--- src/rtl/flappy_pkg.sv ---
// Shared types and constants for the Flappy Bird video datapath.
package flappy_pkg;

    localparam int SCREEN_W = 640;
    localparam int SCREEN_H = 480;

    localparam logic [15:0] LFSR_SEED = 16'hACE1;

    typedef logic [10:0] coord_t;

    typedef enum logic [1:0] {
        IDLE,
        RUN,
        DEAD
    } game_state_t;

    // Right edge of pipe idx at game start: just off the right of the screen, evenly spaced.
    function automatic coord_t pipe_x_init(input int idx, input int pipe_w, input int spacing);
        return coord_t'(SCREEN_W + pipe_w + idx * spacing);
    endfunction

    // Gap top of pipe idx at game start: a fixed staircase so the first pipes are deterministic.
    function automatic logic [9:0] pipe_gap_init(input int idx, input int gap_min);
        return 10'(gap_min + 'h40 * idx);
    endfunction

endpackage

--- src/rtl/pipe_lfsr.sv ---
// 16-bit Fibonacci LFSR (taps 16,14,13,11), free-running every clock.
module pipe_lfsr
    import flappy_pkg::*;
#(
    parameter logic [15:0] SEED = LFSR_SEED
) (
    input  logic        Clk,
    input  logic        Reset,
    output logic [15:0] q
);

    logic fb;

    assign fb = q[0] ^ q[2] ^ q[3] ^ q[5];

    // Shift right, feeding the tap XOR into the MSB.
    always_ff @(posedge Clk) begin
        if (Reset) begin
            q <= SEED;
        end else begin
            q <= {fb, q[15:1]};
        end
    end

endmodule

--- src/rtl/pipe_scroller.sv ---
// Scrolling pipe obstacles: per-frame motion, per-pixel pipe test and score pulses.
module pipe_scroller
    import flappy_pkg::*;
#(
    parameter int NUM_PIPES = 3,
    parameter int PIPE_W    = 52,
    parameter int SPACING   = 240,
    parameter int SPEED     = 2,
    parameter int GAP_H     = 120,
    parameter int GAP_MIN   = 64
) (
    input  logic       Clk,
    input  logic       Reset,
    input  logic       frame_clk,
    input  logic       start,
    input  logic       halt,
    input  logic [9:0] DrawX,
    input  logic [9:0] DrawY,
    input  logic [9:0] BallX,
    output logic       pipe_on,
    output logic       score_tick,
    output logic       running
);

    // Elaboration-time parameter sanity.
    if (NUM_PIPES < 1 || NUM_PIPES > 4) begin : g_chk_num
        $error("pipe_scroller: NUM_PIPES must be in 1..4");
    end
    if (SPEED < 1 || SPEED > 8 || SPEED >= PIPE_W) begin : g_chk_speed
        $error("pipe_scroller: SPEED must be 1..8 and below PIPE_W");
    end
    if (SPACING <= SPEED) begin : g_chk_spacing
        $error("pipe_scroller: SPACING must exceed SPEED");
    end
    if (GAP_MIN + 255 + GAP_H > SCREEN_H - 1) begin : g_chk_gap
        $error("pipe_scroller: gap can extend below the visible screen");
    end

    localparam coord_t     SPEED_C   = coord_t'(SPEED);
    localparam coord_t     WRAP_C    = coord_t'(NUM_PIPES * SPACING);
    localparam coord_t     PIPE_W_C  = coord_t'(PIPE_W);
    localparam logic [9:0] GAP_H_C   = 10'(GAP_H);
    localparam logic [9:0] GAP_MIN_C = 10'(GAP_MIN);

    // ---------------- frame tick ----------------
    logic frame_p0, frame_p1, frame_p2;
    logic tick;

    // Two-flop synchroniser plus one history flop for rising-edge detection.
    always_ff @(posedge Clk) begin
        if (Reset) begin
            frame_p0 <= 1'b0;
            frame_p1 <= 1'b0;
            frame_p2 <= 1'b0;
        end else begin
            frame_p0 <= frame_clk;
            frame_p1 <= frame_p0;
            frame_p2 <= frame_p1;
        end
    end

    assign tick = frame_p1 & ~frame_p2;

    // ---------------- game state ----------------
    game_state_t state, state_nxt;
    logic        move;
    logic        reinit;

    // State register.
    always_ff @(posedge Clk) begin
        if (Reset) begin
            state <= IDLE;
        end else begin
            state <= state_nxt;
        end
    end

    // Next state; halt wins over a coincident tick so a crash freezes the pipes in place.
    always_comb begin
        state_nxt = state;
        move      = 1'b0;
        reinit    = 1'b0;
        unique case (state)
            IDLE: begin
                if (start) state_nxt = RUN;
            end
            RUN: begin
                if (halt) begin
                    state_nxt = DEAD;
                end else if (tick) begin
                    move = 1'b1;
                end
            end
            DEAD: begin
                if (start) begin
                    state_nxt = IDLE;
                    reinit    = 1'b1;
                end
            end
            default: state_nxt = IDLE;
        endcase
    end

    assign running = (state == RUN);

    // ---------------- gap randomiser ----------------
    logic [15:0] lfsr_q;
    logic [9:0]  new_gap;
    logic        unused_lfsr_hi;

    pipe_lfsr #(
        .SEED(LFSR_SEED)
    ) u_lfsr (
        .Clk  (Clk),
        .Reset(Reset),
        .q    (lfsr_q)
    );

    // Only the low byte picks gap heights; the rest just feeds the shift chain.
    assign unused_lfsr_hi = ^lfsr_q[15:8];
    assign new_gap        = GAP_MIN_C + {2'b00, lfsr_q[7:0]};

    // ---------------- per-pipe datapath ----------------
    coord_t               xr       [NUM_PIPES];
    logic [9:0]           gtop     [NUM_PIPES];
    coord_t               xr_nxt   [NUM_PIPES];
    logic [9:0]           gtop_nxt [NUM_PIPES];
    logic [NUM_PIPES-1:0] body;
    logic [NUM_PIPES-1:0] passed;
    coord_t               draw_x;
    coord_t               ball_x;

    assign draw_x = {1'b0, DrawX};
    assign ball_x = {1'b0, BallX};

    for (genvar i = 0; i < NUM_PIPES; i++) begin : g_pipe
        logic   cov;
        logic   wrap;
        coord_t xr_dec;

        assign cov     = (draw_x < xr[i]) && (draw_x + PIPE_W_C >= xr[i]);
        assign body[i] = cov && ((DrawY < gtop[i]) || (DrawY >= gtop[i] + GAP_H_C));

        // A pipe that would reach the left edge jumps back by the full ring length,
        // so the spacing to its neighbours stays exact after the wrap.
        assign wrap        = (xr[i] <= SPEED_C);
        assign xr_dec      = xr[i] - SPEED_C;
        assign xr_nxt[i]   = wrap ? xr_dec + WRAP_C : xr_dec;
        assign gtop_nxt[i] = wrap ? new_gap : gtop[i];
        assign passed[i]   = !wrap && (xr[i] > ball_x) && (xr_dec <= ball_x);
    end

    // Pipe positions: reload on reset or restart, advance on a running frame tick.
    always_ff @(posedge Clk) begin
        if (Reset || reinit) begin
            for (int k = 0; k < NUM_PIPES; k++) begin
                xr[k]   <= pipe_x_init(k, PIPE_W, SPACING);
                gtop[k] <= pipe_gap_init(k, GAP_MIN);
            end
        end else if (move) begin
            for (int k = 0; k < NUM_PIPES; k++) begin
                xr[k]   <= xr_nxt[k];
                gtop[k] <= gtop_nxt[k];
            end
        end
    end

    // Registered pixel answer and score pulse, both from pre-update pipe state.
    always_ff @(posedge Clk) begin
        if (Reset) begin
            pipe_on    <= 1'b0;
            score_tick <= 1'b0;
        end else begin
            pipe_on    <= |body;
            score_tick <= move && (|passed);
        end
    end

endmodule
--- config.mk ---
export PLATFORM = sky130hd
export DESIGN_NAME = pipe_scroller
export DESIGN_NICKNAME = d
export VERILOG_FILES = /design/src/rtl/flappy_pkg.sv /design/src/rtl/pipe_lfsr.sv /design/src/rtl/pipe_scroller.sv
export SDC_FILE = /design/constraint.sdc
export NUM_CORES = 1
export LEC_CHECK = 0
export ABC_CLOCK_PERIOD_IN_PS = 3600
export CAP_MARGIN = 20
export CORE_ASPECT_RATIO = 1.1
export CORE_MARGIN = 2
export CORE_UTILIZATION = 30
export DETAILED_ROUTE_END_ITERATION = 10
export HOLD_SLACK_MARGIN = 0.08
export PLACE_DENSITY = 0.53
export SYNTH_ARGS = -nofsm -noshare
export SYNTH_HDL_FRONTEND = slang
export SYNTH_SLANG_ARGS = --single-unit
--- constraint.sdc ---
create_clock -name Clk -period 3.6 [get_ports Clk]
set_clock_uncertainty 0.05 [all_clocks]
set_input_delay 0.9 -clock Clk [delete_from_list [all_inputs] [get_ports Clk]]
set_output_delay 0.9 -clock Clk [all_outputs]
set_load 0.05 [all_outputs]
==> metrics.cfg <==
[place]
post-place-cells = 1155
detailed_place.area_um2 = 8470
dp_worst_setup_slack_ps = -14.6

[final_timing]
max_freq_ghz = 0.303
min_period_over_period = 0.917
timing.max_slew.rel_slack = 0.599
fin_hold_ws_ps = 359

[clock_tree]
clock_tree_from_tritoncts = built
postCtsHoldBufs = 0
numClockSinks = 80
clkSlewWorstSetupHoldPaths_ps = 70
clock_tree.htree_level_count = 3

[hold_path]
holdPathEnd = u_lfsr.q[7]
min-delay-path-class = flip-flop to flip-flop
whs_path_depth = 1

[detailed_routing]
routed-wl-met2_um = 8930
dr.max_layer_used = met4
wl_met3_um = 635
detail_route.wirelength_um = 19600

[setup_path]
timing.rr.end = score_tick
cp_max_fo = 5
timing.critical_path.from_type = primary input
r2r_cells = 12

[layout]
multiInputGateArea_um2 = 5040
fillers = 2456
fin_cells = 1171
diodes = 0

[job]
drv_cap = 0

[floorplanning]
floorplan.die_area_um2 = 26400

[global_routing]
grt_util_all_layers = 0.154
grt_max_degree = 31
grt_antenna_before_repair = 0
grt_pass1_vias = 5875
grt_pass1_wl_um = 31800
global_route.overflow_total = 0

[synthesis]
synth_top_cell_by_count = sky130_fd_sc_hd__ha_1
edf_count = 57
postSynthSeqShare = 0.288
synthesis.area_per_instance_um2 = 9.57
synth.top_cell.area_share = 0.282
synth_cells = 787
netlist.top_cell.by_area = sky130_fd_sc_hd__ha_1
synth-seq-cells = 80
netlist_top_cells_count = sky130_fd_sc_hd__ha_1, sky130_fd_sc_hd__inv_1, sky130_fd_sc_hd__edfxtp_1
synthesis.nets = 992
yosys_warnings = 0

[run_status]
run_status = completed

==> layout by cell type (no fill, tap or decap), types with 18 or more instances in the layout <==
| master | count |
|---|---|
| sky130_fd_sc_hd__xnor2_1 | 38 |
| sky130_fd_sc_hd__o21ai_0 | 42 |
| sky130_fd_sc_hd__nor2b_1 | 18 |
| sky130_fd_sc_hd__buf_4 | 27 |
| sky130_fd_sc_hd__edfxtp_1 | 57 |
| sky130_fd_sc_hd__nand3_1 | 21 |
| sky130_fd_sc_hd__nor2_1 | 48 |
| sky130_fd_sc_hd__inv_1 | 80 |
| sky130_fd_sc_hd__clkdlybuf4s50_1 | 37 |
| sky130_fd_sc_hd__ha_1 | 170 |
| sky130_fd_sc_hd__nand2_1 | 31 |
| sky130_fd_sc_hd__dfxtp_1 | 23 |
| sky130_fd_sc_hd__a21oi_1 | 36 |
| sky130_fd_sc_hd__nor3_1 | 23 |
==> sequential cells by signal, indices dropped and copies added (netlist names) <==
signal,count
xr,30
gtop,27
u_lfsr.q,16
state,2
frame_p0,1
frame_p1,1
frame_p2,1
pipe_on,1
score_tick,1
==> cell type report <==
| cell class | instances | share of cell area |
|---|---|---|
| clock buffers | 9 | 0.0256 |
| clock inverters | 7 | 0.0122 |
| inverters | 80 | 0.0341 |
| multi-input cells | 621 | 0.572 |
| flip-flops and latches | 80 | 0.247 |
| well taps | 310 | 0.0441 |
| repair buffers | 64 | 0.0651 |
==> logic make-up after synthesis <==
family                   synth area share
AND/OR/NAND/NOR                     0.158
AND-OR/OR-AND                       0.165
adder cells (fa/ha/maj)             0.282
buffers and inverters              0.0430
flip-flops                          0.288
XOR/XNOR                           0.0621
multiplexers                      0.00133
==> per-stage QoR <==
step	setup TNS (ps)	power [mW]	util
floorplan	0	1.40	-
global placement	0	1.59	0.345
detailed placement	-14.6	1.60	0.345
CTS	0	2.64	0.359
global route	0	2.76	0.359
finish	0	2.60	0.359
==> report_power, final <==
part | switching (mW) | internal, mW
sequential | 0.0314 | 1.02
combinational | 0.286 | 0.240
clock | 0.406 | 0.622
==> routing by layer <==
layer	vias to the layer above	global-route usage
met3	22	0.0201
met5	-	0
li1	3062	-
met4	0	0.0491
met1	2808	0.212
met2	100	0.252
==> worst max-delay path: stages <==
cell and delay (ps):
sky130_fd_sc_hd__clkdlybuf4s50_1 450, sky130_fd_sc_hd__buf_4 170, sky130_fd_sc_hd__a21oi_1 210, sky130_fd_sc_hd__nand2b_1 110, sky130_fd_sc_hd__nand2_1 90, sky130_fd_sc_hd__xnor2_1 150
sky130_fd_sc_hd__ha_1 290, sky130_fd_sc_hd__a21o_1 180, sky130_fd_sc_hd__a2111oi_0 520, sky130_fd_sc_hd__a32oi_1 110, sky130_fd_sc_hd__a211o_1 310
==> how the worst max path moves through the flow <==
stage / from / to / slack, ps / cells past startpoint
final: DrawX[2] / pipe_on / 300 / 11
after CTS: DrawX[2] / pipe_on / 350 / 11
after detailed placement: DrawX[2] / pipe_on / -10 / 11
after global placement: DrawX[2] / pipe_on / 60 / 11
after floorplan: DrawX[2] / pipe_on / 700 / 10
after global routing: DrawX[2] / pipe_on / 140 / 11
### The clock network

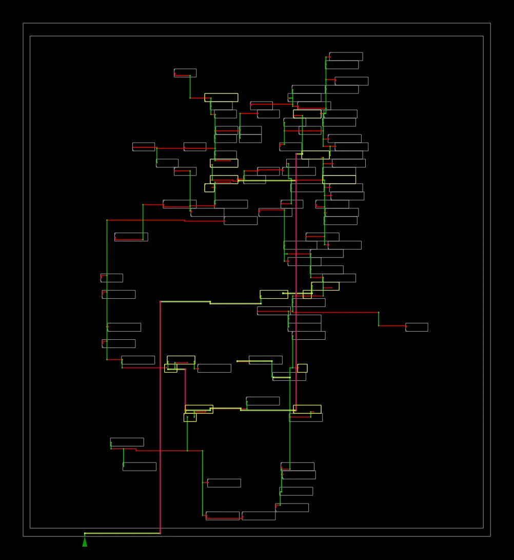
TritonCTS buffer count: 9
Insertion Delay late pin: 340 ps
Clk. pwr: 1.03 mW
layout sequential cell count: 80

### Clock network drawn from the DEF

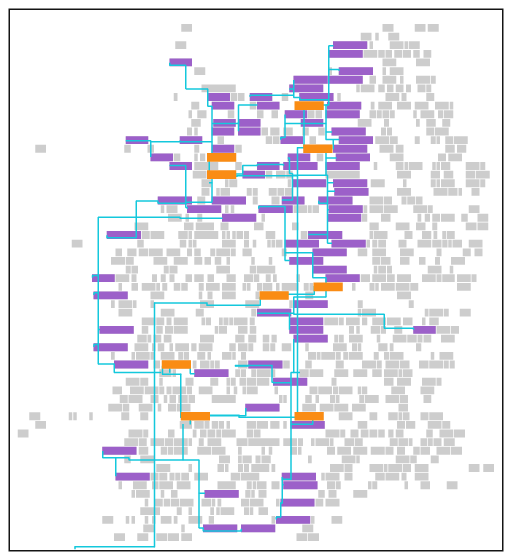
orange -> clock-net drivers  # count 9
purple -> flip-flops  # count 80
cyan -> clock wires  # length 1190 um
routed clock nets = 10
clock network fraction of total power: 0.395

### Sequential cells grouped by signal name

Scale bar: 50 um. Other sequential cells in the stronger grey, the rest of the logic in the fainter grey.
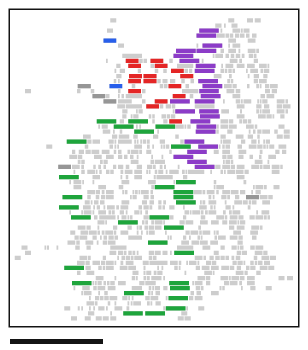
green -> `xr`  # flops 30
blue -> `state`  # flops 2
purple -> `gtop`  # flops 27
red -> `u_lfsr.q`  # flops 16, where top centre
not coloured = 5
area taken by flip-flops and latches: 2170 um2
power in sequential cells: 1.05 mW
flip-flop and latch share of the layout cell area: 0.247
utilization after layout: 0.359

### Cell classes on the final placement

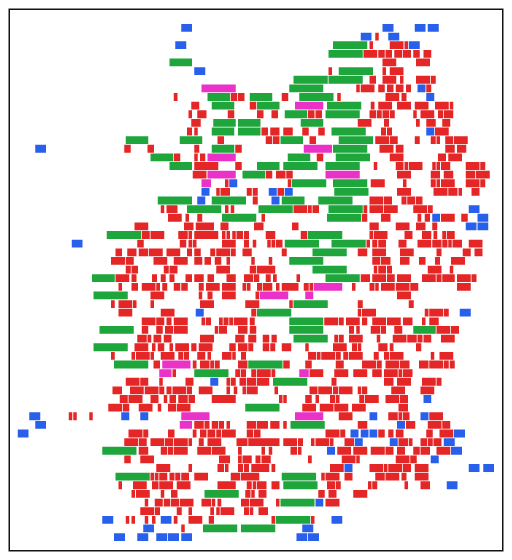
red -> remaining logic cells  # cells 701, share of their area 63%
blue -> remaining buffers and delay cells  # cells 64, share of their area 6.8%
magenta -> clock drivers and dummy loads  # cells 16, share of their area 4.0%
green -> sequential cells  # cells 80, share of their area 26%
number of rows created at floorplan: 60
core area: 24500 um2
final std cell area, no fill: 8800 um2

Power and IR drop assume default switching activity.
